Figure 1. Where the registers sit.
Scale bar: 20 um.
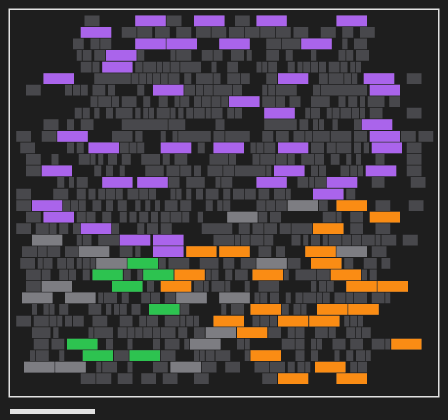
Figure 2. Congestion heat map.
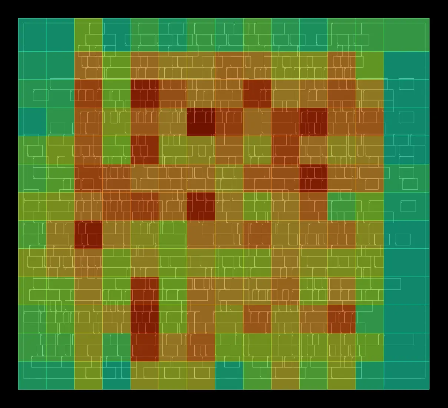
File: src/rtl/ddr3_test_status_reporter.sv
// ddr3_test_status_reporter
// Watches the DDR3 test driver's status flags, times each run in iCLK cycles,
// keeps saturating pass/fail run counters and drives the board LEDs.
// Optional watchdog: define DDR_TEST_TIMEOUT_EN to end runs that reach
// TIMEOUT_CYCLES without completion (counted as a failure, oTIMEOUT set).
//
// FSM: IDLE -> RUN on init done + non-idle driver state; RUN -> DONE on
// completion (or watchdog); RUN -> IDLE on driver reset; DONE -> IDLE when
// the driver returns to state 0. Inputs are sampled on every rising edge,
// there is no handshake or back-pressure: a level seen on an edge is acted
// on at that edge.
module ddr3_test_status_reporter #(
  parameter int               CNT_W          = 40,
  parameter int               BLINK_W        = 24,
  parameter logic [CNT_W-1:0] TIMEOUT_CYCLES = 40'd2000000000
) (
  input  logic             iCLK,
  input  logic             iRST_n,
  input  logic             iINIT_DONE,
  input  logic [3:0]       iSTATE,
  input  logic             iPASS,
  input  logic             iFAIL,
  input  logic             iCOMPLETE,
  output logic             oBUSY,
  output logic             oDONE_PULSE,
  output logic [CNT_W-1:0] oCYCLES,
  output logic [7:0]       oPASS_CNT,
  output logic [7:0]       oFAIL_CNT,
  output logic             oTIMEOUT,
  output logic [3:0]       oLED
);

  typedef enum logic [1:0] {
    ST_IDLE = 2'd0,
    ST_RUN  = 2'd1,
    ST_DONE = 2'd2
  } state_t;

  state_t             state_q, state_d;
  logic [CNT_W-1:0]   cycles_q, cycles_d, cycles_inc;
  logic [7:0]         pass_cnt_q, pass_cnt_d;
  logic [7:0]         fail_cnt_q, fail_cnt_d;
  logic               pass_q, pass_d;
  logic               fail_q, fail_d;
  logic               timeout_q, timeout_d;
  logic               pulse_q, pulse_d;
  logic [BLINK_W:0]   blink_q, blink_d;
  logic [3:0]         led_q, led_d;

  // Saturating increment of the run-duration counter.
  always_comb begin
    cycles_inc = cycles_q;
    if (cycles_q != {CNT_W{1'b1}}) begin
      cycles_inc = cycles_q + 1'b1;
    end
  end

  // Next-state and result logic; everything defaults to holding its value.
  always_comb begin
    state_d    = state_q;
    cycles_d   = cycles_q;
    pass_cnt_d = pass_cnt_q;
    fail_cnt_d = fail_cnt_q;
    pass_d     = pass_q;
    fail_d     = fail_q;
    timeout_d  = timeout_q;
    pulse_d    = 1'b0;
    blink_d    = blink_q + 1'b1;

    case (state_q)
      ST_IDLE: begin
        if (iINIT_DONE && (iSTATE != 4'd0)) begin
          state_d   = ST_RUN;
          cycles_d  = '0;
          pass_d    = 1'b0;
          fail_d    = 1'b0;
          timeout_d = 1'b0;
        end
      end
      ST_RUN: begin
        // Completion beats a simultaneous driver reset and the watchdog.
        if (iCOMPLETE) begin
          state_d = ST_DONE;
          pulse_d = 1'b1;
          if (iPASS && !iFAIL) begin
            pass_d = 1'b1;
            if (pass_cnt_q != 8'hFF) pass_cnt_d = pass_cnt_q + 8'd1;
          end else begin
            fail_d = 1'b1;
            if (fail_cnt_q != 8'hFF) fail_cnt_d = fail_cnt_q + 8'd1;
          end
        end else if (iSTATE == 4'd0) begin
          // Driver was reset mid-run: drop the run silently.
          state_d = ST_IDLE;
        end else begin
          cycles_d = cycles_inc;
`ifdef DDR_TEST_TIMEOUT_EN
          if (cycles_inc == TIMEOUT_CYCLES) begin
            state_d   = ST_DONE;
            timeout_d = 1'b1;
            pulse_d   = 1'b1;
            if (fail_cnt_q != 8'hFF) fail_cnt_d = fail_cnt_q + 8'd1;
          end
`endif
        end
      end
      ST_DONE: begin
        if (iSTATE == 4'd0) begin
          state_d = ST_IDLE;
        end
      end
      default: begin
        state_d = ST_IDLE;
      end
    endcase
  end

`ifndef DDR_TEST_TIMEOUT_EN
  // Watchdog limit has no consumer when the watchdog is compiled out.
  logic unused_timeout_cycles;
  assign unused_timeout_cycles = ^TIMEOUT_CYCLES;
`endif

  // LED image computed from next-state values so it lines up with the FSM.
  always_comb begin
    led_d    = '0;
    led_d[0] = iINIT_DONE;
    led_d[1] = (state_d == ST_RUN) ? blink_d[BLINK_W] : 1'b0;
    led_d[2] = pass_d;
    led_d[3] = fail_d | (timeout_d & blink_d[BLINK_W-2]);
  end

  // State and output registers with synchronous active-low reset.
  always_ff @(posedge iCLK) begin
    if (!iRST_n) begin
      state_q    <= ST_IDLE;
      cycles_q   <= '0;
      pass_cnt_q <= '0;
      fail_cnt_q <= '0;
      pass_q     <= 1'b0;
      fail_q     <= 1'b0;
      timeout_q  <= 1'b0;
      pulse_q    <= 1'b0;
      blink_q    <= '0;
      led_q      <= '0;
    end else begin
      state_q    <= state_d;
      cycles_q   <= cycles_d;
      pass_cnt_q <= pass_cnt_d;
      fail_cnt_q <= fail_cnt_d;
      pass_q     <= pass_d;
      fail_q     <= fail_d;
      timeout_q  <= timeout_d;
      pulse_q    <= pulse_d;
      blink_q    <= blink_d;
      led_q      <= led_d;
    end
  end

  assign oBUSY       = (state_q == ST_RUN);
  assign oDONE_PULSE = pulse_q;
  assign oCYCLES     = cycles_q;
  assign oPASS_CNT   = pass_cnt_q;
  assign oFAIL_CNT   = fail_cnt_q;
  assign oTIMEOUT    = timeout_q;
  assign oLED        = led_q;

endmodule

File: config.mk
export PLATFORM = sky130hd
export DESIGN_NAME = ddr3_test_status_reporter
export DESIGN_NICKNAME = d
export VERILOG_FILES = /design/src/rtl/ddr3_test_status_reporter.sv
export SDC_FILE = /design/constraint.sdc
export NUM_CORES = 1
export LEC_CHECK = 0
export CAP_MARGIN = 30
export CORE_ASPECT_RATIO = 0.9
export CORE_UTILIZATION = 50
export CTS_CLUSTER_SIZE = 40
export DETAILED_ROUTE_END_ITERATION = 12
export HOLD_SLACK_MARGIN = 0.06
export PLACE_DENSITY = 0.76
export SETUP_SLACK_MARGIN = 0.15
export SLEW_MARGIN = 10
export SYNTH_ARGS = -nofsm -noshare
export SYNTH_HDL_FRONTEND = slang
export SYNTH_SLANG_ARGS = --single-unit
File: constraint.sdc
create_clock -name iCLK -period 2.6 [get_ports iCLK]
set_input_delay 0.26 -clock iCLK [delete_from_list [all_inputs] [get_ports iCLK]]
set_output_delay 0.26 -clock iCLK [all_outputs]
set_load 0.05 [all_outputs]
==> job_summary.md <==
## Implementation flow summary

| Metric | Value |
|---|---|
| Post-synth EDFFs | `0` |
| Finished Layout Cells | `728` |
| Via density | `5.946` |
| Main area contributors | `dfxtp_1, a21oi_1, nor2_1` |
| Critical path class | `flip-flop to flip-flop` |
| Peak supply drop | `0.0003412 V` |
| Status | `finished clean` |
| Fin nets | `618` |
| Synth-to-layout area growth | `26.33%` |
| Seq share, synth | `0.4099` |
| Die x size | `100.8 um` |
| Clk_lat worst skew | `0.36 ns` |
| Yosys stat cell total | `526` |
| Async S/R FF share, synth | `0` |
| DR iter-0 viols | `311` |
| Critical Path End Type | `flip-flop` |
| Clock sink count | `90` |
| CTS tree | `built` |
| CTS root buf | `clkbuf_8` |
| Synthesized flop and latch total | `90` |
| Clock-pin slew on the worst setup and hold paths | `0.10 ns` |
| Count leader, synth | `dfxtp_1` |
| IO Pins | `73` |
| Post-synthesis cell type count | `58` |
| Max-Cap Viols | `0` |
| Area of the mapped netlist | `4395 um2` |
| Tcrit/Tclk final | `0.8961` |
| Post-CTS Resized | `0` |
| H-tree levels | `3` |
| Mapped Nets | `540` |
| Hold Path Class | `flip-flop to flip-flop` |
| Placed Cells | `712` |
| Final Slew Violations | `0` |
| Final hold violations | `0` |
| Global-route wire length before repair | `18.66 mm` |
| Hpwl dp | `7.912 mm` |
| # hold bufs at CTS | `0` |
| FP Core Util | `0.5130` |
| RSZ-0062 raised after global routing | `false` |
| Final min period | `2.330 ns` |
| DRC Markers | `0` |
| Clk_skew | `0.01064 ns` |
| Routed WL per cell | `15.84 um` |
| Synth top cells by count | `dfxtp_1, nor2_1, nand2_1` |
| Vias in the first global route | `3911` |
Notes on Figure 1 above:
`oFAIL_CNT`: marked green, sequential cells 8. `blink_q`: marked orange, sequential cells 25. `oCYCLES`: marked purple, sequential cells 40.
Another 17 sequential cells are not coloured.

Notes on Figure 2 above:
M2 GR Usage: 0.4035
Total GRT Usage: 0.2552
GRT Max-Usage Layer: met2

where the power goes:
part	switching [mW]	total (mW)	internal, mW
logic	0.148	0.226	0.0775
clock network	0.537	1.12	0.580
registers	0.00929	1.40	1.39
total	0.695	2.74	2.05
cell type report:
cell class                      instances  area share
Sequential cell                        90      0.3245
Clock inverter                          6     0.01735
Inverter                                8    0.005408
Clock buffer                           10     0.02479
Tap cell                              119     0.02681
Multi-Input combinational cell        402      0.4389
Timing Repair Buffer                   93      0.1622
worst paths after layout:
check | startpoint | to | slack, ns | depth (start not counted)
setup reg to reg | oCYCLES[14]$_SDFFE_PN0P_ | oCYCLES[4]$_SDFFE_PN0P_ | 0.27 | 7
hold reg to reg | blink_q[0]$_SDFF_PN0_ | blink_q[0]$_SDFF_PN0_ | 0.45 | 1
setup / recovery | oCYCLES[14]$_SDFFE_PN0P_ | oCYCLES[4]$_SDFFE_PN0P_ | 0.27 | 7
hold / removal | blink_q[0]$_SDFF_PN0_ | blink_q[0]$_SDFF_PN0_ | 0.45 | 1
per-layer routing:
| layer | up-vias | track usage | share of wire |
|---|---|---|---|
| li1 | 2084 | - | - |
| met1 | 2050 | 0.3440 | 0.45 |
| met2 | 180 | 0.4035 | 0.46 |
| met3 | 15 | 0.05466 | 0.071 |
| met4 | 0 | 0.08696 | 0.012 |
| met5 | - | 0 | 0 |
cell usage in the layout, fill, tap and decap left out, types with 2 or more instances in the layout:
master,count
a21o_1,2
mux2i_1,5
clkbuf_8,10
o41ai_1,4
and3_1,9
or3_1,16
and2_1,9
and4_1,4
a211oi_1,4
nand4b_1,3
a21oi_1,44
nor2_1,53
nand3_1,35
dfxtp_1,90
nand2_1,46
inv_1,7
xor2_1,13
nor4_2,2
or2_2,2
nand2b_1,5
o22ai_1,2
and4_4,2
or4_1,2
nand4_1,19
o31ai_1,3
bufinv_16,2
xnor2_1,15
o21a_1,5
a311oi_1,6
o21ai_0,29
clkdlybuf4s50_1,71
ha_1,4
o211ai_1,9
a31oi_1,11
nor4_1,2
buf_4,20
buf_12,2
nor3_1,15
per-stage QoR:
step           utilization  hold slack [ns]  cell area (um2)  total power [mW]
2_1_floorplan            -           0.3817             4395             1.567
3_3_place_gp        0.6208           0.4309             5319             1.647
3_5_place_dp        0.6208           0.4366             5319             1.651
4_1_cts             0.6481           0.4489             5553             2.759
5_1_grt             0.6481           0.4743             5553             2.827
6_report            0.6481           0.4499             5553             2.741
kinds of logic after synthesis:
kind of cell	Yosys count	synth area share
flip-flops	90	0.4099
AND/OR/NAND/NOR	236	0.2943
AND-OR/OR-AND	129	0.1816
buffers and inverters	34	0.03558
adder cells (fa/ha/maj)	4	0.01139
XOR/XNOR	28	0.05579
multiplexers	5	0.01139
sequential cells by signal, indices dropped and copies added, names as in the netlist, 2 cells and up, named ones only:
name	flops
oFAIL_CNT	8
oLED	3
oPASS_CNT	8
oCYCLES	40
blink_q	25
state_q	2
critical path, stage by stage (launching register included):
cell      delay (ns)
dfxtp_1         0.46
and4_1          0.42
nand4_2         0.24
nor3_4          0.41
a21oi_1         0.15
buf_4           0.24
a41oi_1         0.23
a311oi_1        0.07
No activity file was given, so power comes from the tool's default toggle rates.
